--- src/rtl/counter_seq_ctrl_if.sv ---
// Control/status bundle between the lab-counter front panel logic and the
// sequencing controller: command pulses, window setup, and count/status outputs.
interface counter_seq_ctrl_if #(
  parameter int WIDTH = 12
);
  logic             start;
  logic             stop;
  logic             step;
  logic [1:0]       mode;
  logic [WIDTH-1:0] lo;
  logic [WIDTH-1:0] hi;
  logic [WIDTH-1:0] count;
  logic             cnt_en;
  logic             busy;
  logic             wrap;
  logic             done;
  logic             err;

  modport master (
    output start, stop, step, mode, lo, hi,
    input  count, cnt_en, busy, wrap, done, err
  );

  modport slave (
    input  start, stop, step, mode, lo, hi,
    output count, cnt_en, busy, wrap, done, err
  );
endinterface

--- src/rtl/counter_seq_ctrl.sv ---
// Sequencing controller for the lab counter: owns the count register and
// advances it over a latched [lo, hi] window in one-shot, continuous or step mode.
module counter_seq_ctrl #(
  parameter int WIDTH    = 12,
  parameter int PRESCALE = 1
) (
  input  logic              clk,
  input  logic              rst,
  counter_seq_ctrl_if.slave bus
);

  localparam logic [1:0] S_IDLE  = 2'd0;
  localparam logic [1:0] S_RUN   = 2'd1;
  localparam logic [1:0] S_PAUSE = 2'd2;
  localparam logic [1:0] S_DONE  = 2'd3;

  localparam int PW = (PRESCALE > 1) ? $clog2(PRESCALE) : 1;
  localparam logic [PW-1:0] PRE_LAST = PW'(PRESCALE - 1);

  logic [1:0]       r_state;
  logic [WIDTH-1:0] r_count;
  logic             r_cnt_en;
  logic             r_wrap;
  logic             r_done;
  logic             r_err;
  logic [PW-1:0]    r_pre;
  logic [1:0]       r_mode;
  logic [WIDTH-1:0] r_lo;
  logic [WIDTH-1:0] r_hi;

  logic w_bad_start;
  logic w_tick;
  logic w_at_hi;
  logic w_cont;

  assign w_bad_start = (bus.lo > bus.hi) || (bus.mode == 2'b11);
  assign w_tick      = (r_pre == PRE_LAST);
  // Compare against hi instead of forming count+1 so the full window never overflows.
  assign w_at_hi     = (r_count == r_hi);
  assign w_cont      = (r_mode == 2'b01);

  always_ff @(posedge clk) begin
    if (rst) begin
      r_state  <= S_IDLE;
      r_count  <= '0;
      r_cnt_en <= 1'b0;
      r_wrap   <= 1'b0;
      r_done   <= 1'b0;
      r_err    <= 1'b0;
      r_pre    <= '0;
      r_mode   <= '0;
      r_lo     <= '0;
      r_hi     <= '0;
    end else begin
      r_cnt_en <= 1'b0;
      r_wrap   <= 1'b0;
      r_done   <= 1'b0;
      r_err    <= 1'b0;
      case (r_state)
        S_IDLE, S_DONE: begin
          if (bus.start) begin
            r_mode <= bus.mode;
            r_lo   <= bus.lo;
            r_hi   <= bus.hi;
            if (w_bad_start) begin
              r_err <= 1'b1;
            end else begin
              r_count  <= bus.lo;
              r_pre    <= '0;
              r_cnt_en <= 1'b1;
              r_state  <= (bus.mode == 2'b10) ? S_PAUSE : S_RUN;
            end
          end
        end
        S_RUN: begin
          if (bus.stop) begin
            r_state <= S_IDLE;
          end else begin
            r_pre <= w_tick ? '0 : r_pre + PW'(1);
            if (w_tick) begin
              if (!w_at_hi) begin
                r_count  <= r_count + WIDTH'(1);
                r_cnt_en <= 1'b1;
              end else if (w_cont) begin
                r_count  <= r_lo;
                r_wrap   <= 1'b1;
                r_cnt_en <= 1'b1;
              end else begin
                r_done  <= 1'b1;
                r_state <= S_DONE;
              end
            end
          end
        end
        S_PAUSE: begin
          if (bus.stop) begin
            r_state <= S_IDLE;
          end else if (bus.step) begin
            r_cnt_en <= 1'b1;
            if (!w_at_hi) begin
              r_count <= r_count + WIDTH'(1);
            end else begin
              r_count <= r_lo;
              r_wrap  <= 1'b1;
            end
          end
        end
      endcase
    end
  end

  assign bus.count  = r_count;
  assign bus.cnt_en = r_cnt_en;
  assign bus.busy   = (r_state == S_RUN) || (r_state == S_PAUSE);
  assign bus.wrap   = r_wrap;
  assign bus.done   = r_done;
  assign bus.err    = r_err;

endmodule

--- src/flat_wrapper.sv ---
// flat-port wrapper written by rule: the top's interface ports become plain ports
module counter_seq_ctrl_flat 
#(
  parameter int WIDTH    = 12,
  parameter int PRESCALE = 1
)
  (clk, rst, bus_start, bus_stop, bus_step, bus_mode, bus_lo, bus_hi, bus_count, bus_cnt_en, bus_busy, bus_wrap, bus_done, bus_err);
  counter_seq_ctrl_if #(.WIDTH(WIDTH)) bus_i ();
  input  logic clk;
  input  logic rst;
  input wire logic [$bits(bus_i.start)-1:0] bus_start;
  input wire logic [$bits(bus_i.stop)-1:0] bus_stop;
  input wire logic [$bits(bus_i.step)-1:0] bus_step;
  input wire logic [$bits(bus_i.mode)-1:0] bus_mode;
  input wire logic [$bits(bus_i.lo)-1:0] bus_lo;
  input wire logic [$bits(bus_i.hi)-1:0] bus_hi;
  output wire logic [$bits(bus_i.count)-1:0] bus_count;
  output wire logic [$bits(bus_i.cnt_en)-1:0] bus_cnt_en;
  output wire logic [$bits(bus_i.busy)-1:0] bus_busy;
  output wire logic [$bits(bus_i.wrap)-1:0] bus_wrap;
  output wire logic [$bits(bus_i.done)-1:0] bus_done;
  output wire logic [$bits(bus_i.err)-1:0] bus_err;
  assign bus_i.start = bus_start;
  assign bus_i.stop = bus_stop;
  assign bus_i.step = bus_step;
  assign bus_i.mode = bus_mode;
  assign bus_i.lo = bus_lo;
  assign bus_i.hi = bus_hi;
  assign bus_count = bus_i.count;
  assign bus_cnt_en = bus_i.cnt_en;
  assign bus_busy = bus_i.busy;
  assign bus_wrap = bus_i.wrap;
  assign bus_done = bus_i.done;
  assign bus_err = bus_i.err;
  counter_seq_ctrl #(.WIDTH(WIDTH), .PRESCALE(PRESCALE)) u_core (.clk(clk), .rst(rst), .bus(bus_i));
endmodule
--- config.mk ---
export PLATFORM = sky130hd
export DESIGN_NAME = counter_seq_ctrl_flat
export DESIGN_NICKNAME = d
export VERILOG_FILES = /design/src/rtl/counter_seq_ctrl_if.sv /design/src/rtl/counter_seq_ctrl.sv /design/src/flat_wrapper.sv
export SDC_FILE = /design/constraint.sdc
export NUM_CORES = 1
export LEC_CHECK = 0
export CORE_ASPECT_RATIO = 0.9
export CORE_MARGIN = 1
export CORE_UTILIZATION = 48
export DETAILED_ROUTE_END_ITERATION = 8
export PLACE_DENSITY_LB_ADDON = 0.2
export SYNTH_ARGS = -nofsm -noshare
export SYNTH_HDL_FRONTEND = slang
export SYNTH_SLANG_ARGS = --single-unit
--- constraint.sdc ---
create_clock -name clk -period 2.7 [get_ports clk]
set_clock_uncertainty 0.05 [all_clocks]
set_input_delay 0.54 -clock clk [delete_from_list [all_inputs] [get_ports clk]]
set_output_delay 0.54 -clock clk [all_outputs]
set_load 0.1 [all_outputs]
Figure 1. Wiring by layer.
Bar = 20 µm. Only two layers are drawn.
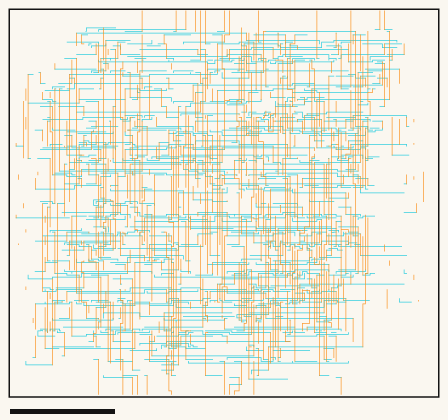
legend:
  orange:
    layer: M2
    wire_length: 3380 µm
  cyan:
    layer: M1
    wire_length: 3560 µm
Vias: 2649
WL/cell: 16.2 µm
all-layer global routing usage: 26.7%
WL final: 7.50 mm

Figure 2. M3 wires.
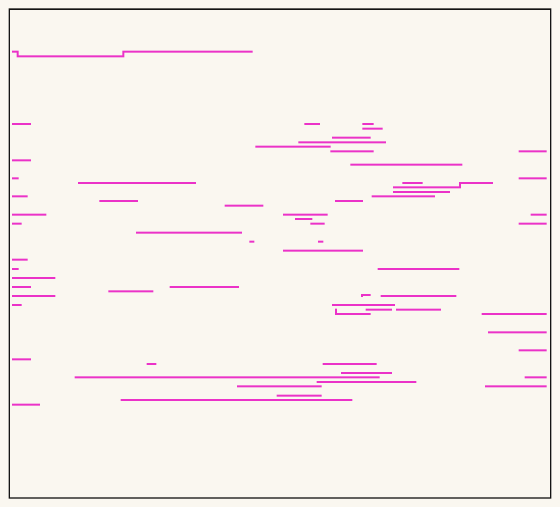
longest straight run: 45.5 µm
nets with wire on the layer: 51
wire length on this layer: 485 µm
GR Util met3: 4.60%

==> CHANGELOG.md <==
### Implementation results

* Status: finished, final reports clean
* Post-synth ARST share at 0%
* F_max at 397 MHz
* Synth area leader: dfxtp_1
* Global-route wire length before repair at 11.8 mm
* Final instance area at 3470 µm²
* Max cap viols at 0
* Post-detail-place hpwl at 5.64 mm
* Pre-antenna DRT Iters at 5
* CP peak stage delay at 0.48 ns
* Relative max-transition margin at 58.3%
* Required time of the worst setup path at 2.88 ns
* Worst setup margin at 0.180 ns
* Area leader share at 32.5%
* Nets at 441
* Post-Place Cells at 454
* Worst Setup End Kind: flop
* Lkg Pwr at 1.48 nW
* Most frequent logic cell in the layout: nand2_1
* Fin crit period at 2.52 ns
* Type of the most critical hold path: flop to flop
* Most frequent cell after synthesis: nand2_1
* Ports at 48
* Worst Path Class, Setup: input port to flop
* CTS tree: done
* # DRC at 0
* Setup TNS Final at 0 ns
* Yosys stat area at 2710 µm²
* Fill cell count at 493
* Synthesis Warnings at 0
* List of most frequent post-synthesis cells: 69 x nand2_1, 44 x dfxtp_1, 34 x a21oi_1
* Comb area at 1670 µm²
* Initial antenna violation count at 0
* Die Area at 5950 µm²
* Post-synthesis sequential area ratio at 32.5%
* Max Fanout on Critical Path at 7
* RSZ-0062 raised after global routing: no
* CTS clk-pin slew, worst paths at 0.09 ns
* Post-route ant nets at 0
* Synthesized area at 2710 µm²
* CP max stage cell: clkdlybuf4s50_1
* Crit path DAT at 2.70 ns
* Main synth FF type: dfxtp_1
* Area after DPL at 3340 µm²
* Crit-path leading delay family: AND-OR/OR-AND gates
* Top cells by area: dfxtp_1 33%, nand2_1 9.6%, ha_1 6.9%
* Hold Fails Final Rpt at 0
* Via/cell ratio at 5.72
* Worst Tran Pin Value at 0.624 ns
* Post-Layout Cell Count at 463
* Rows at 25
* 1st-iter DRT viols at 236
* Max clock buf depth at 2
* Largest net degree at the start of global routing at 25
* Fp util at 50.6%
* Tcrit/Tclk final at 93.3%
* Total gr overflow at 0
* Slew Viols, Final at 0
* ANT cells at 0
* Area growth, synth to finish at 28.1%
* Share of layout cells above drive strength 1 at 17.9%
* Final Util at 64.8%
* Syn_nets at 379
* Registers, synthesis at 44
* Synthesized area per cell at 8.13 µm²
* Count of tool warnings at 27
* Most frequent cells in the layout: 69 x nand2_1, 45 x buf_4, 43 x dfxtp_1, 34 x a21oi_1, 30 x clkdlybuf4s50_1
* Distinct lib cells at 46
* Cells after synthesis at 333
* Num CTS Buffers at 5
* PD cells at 1170 nW/µm²
* # H-tree levels at 2
* Final setup viols at 0
* Later-pin clock latency in the skew report at 0.30 ns
* Bufs and invs on worst path at 2
* Pre-CTS setup slack at -0.157 ns
* Post-synth EDFFs at 0
* CTS Sinks at 44
* Worst Hold Slack at 0.406 ns
* Ys cells at 333
* Reg area at 882 µm²
* Root Driver: clkbuf_8
* Worst-path cell chain: clkdlybuf4s50_1, inv_1, ha_1, nand4_1, nor3_1, a31oi_1, a211o_4, o211ai_1
* RD Place Congestion at 0.890
* PortBufs at 47
* Overall power at 4.05 mW
* Crit path launch type: input port
* Vias in the first global route at 2365
Figure 3. Floorplan with the power grid.
Bar = 20 µm. Pins as bars on the die edge.
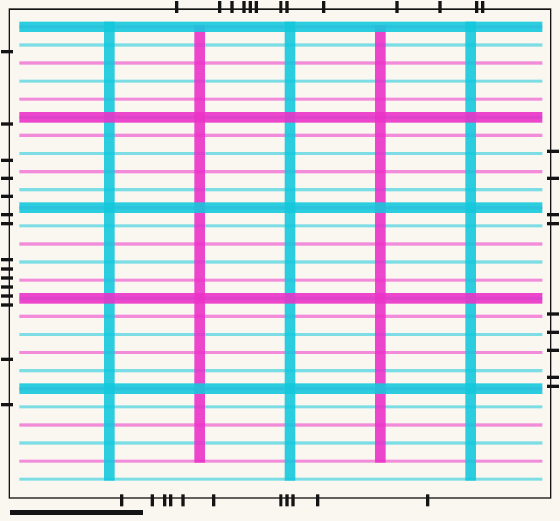
legend:
  magenta:
    net: VDD
  cyan:
    net: VSS
rows: 25
met4 straps: 5
met1 rails: 26
signal pins: 48
met5 straps: 5
core area: 5350 µm²
chip width: 81.2 µm
VDD IR max: 0.000574 V
die height: 73.3 µm

-- worst paths after layout --
check                       from                   to  slack [ns]  depth (start not counted)
max                    bus_hi[6]  u_core.bus.count[8]        0.18                          8
min             u_core.r_mode[0]     u_core.r_mode[0]        0.41                          2
max reg2reg  u_core.bus.count[4]  u_core.bus.count[0]        0.44                          7
min reg2reg     u_core.r_mode[0]     u_core.r_mode[0]        0.41                          2
-- power by group --
part           internal [mW]  switching, mW  total, mW
registers              0.823          0.182       1.01
logic                  0.876           1.66       2.53
clock network          0.275          0.237      0.512
total                   1.97           2.08       4.05
-- tightest hold or removal path, stage by stage, from the launching register on --
cell     delay (ns)
dfxtp_1        0.32
nand2_1        0.05
a21oi_1        0.05
-- metal layers --
metal,share of wire [%],global-route usage (%),up-vias
met3,6.5,4.60,9
li1,-,-,1292
met5,0,0,-
met4,1.1,7.14,0
met1,47,38.6,1240
met2,45,40.8,108
-- cells by family (layout without fill, tap and decap cells) --
family,Yosys count,count (layout),synth area share [%]
compound gates,67,67,15.6
xor+xnor,22,22,7.12
fa+ha+maj,15,15,6.93
buf+inv,39,102,6.15
flops,44,44,32.5
mux,20,20,8.13
simple gates,126,126,23.6
-- area by class of cell --
class / count / area share (%)
inverters: 18 / 1.95
multi-input cells: 250 / 48.1
flip-flops and latches: 44 / 25.4
repair buffers: 76 / 19.0
well taps: 67 / 2.42
clock inverters: 2 / 1.01
clock buffers: 6 / 2.09
-- what timing repair did --
item	4_1_cts	5_1_grt
hold buffers	0	0
gates resized	0	1
hold endpoints to repair	0	0
endpoints found under the setup margin	0	3
setup buffers	0	1
Power and IR drop assume default switching activity.
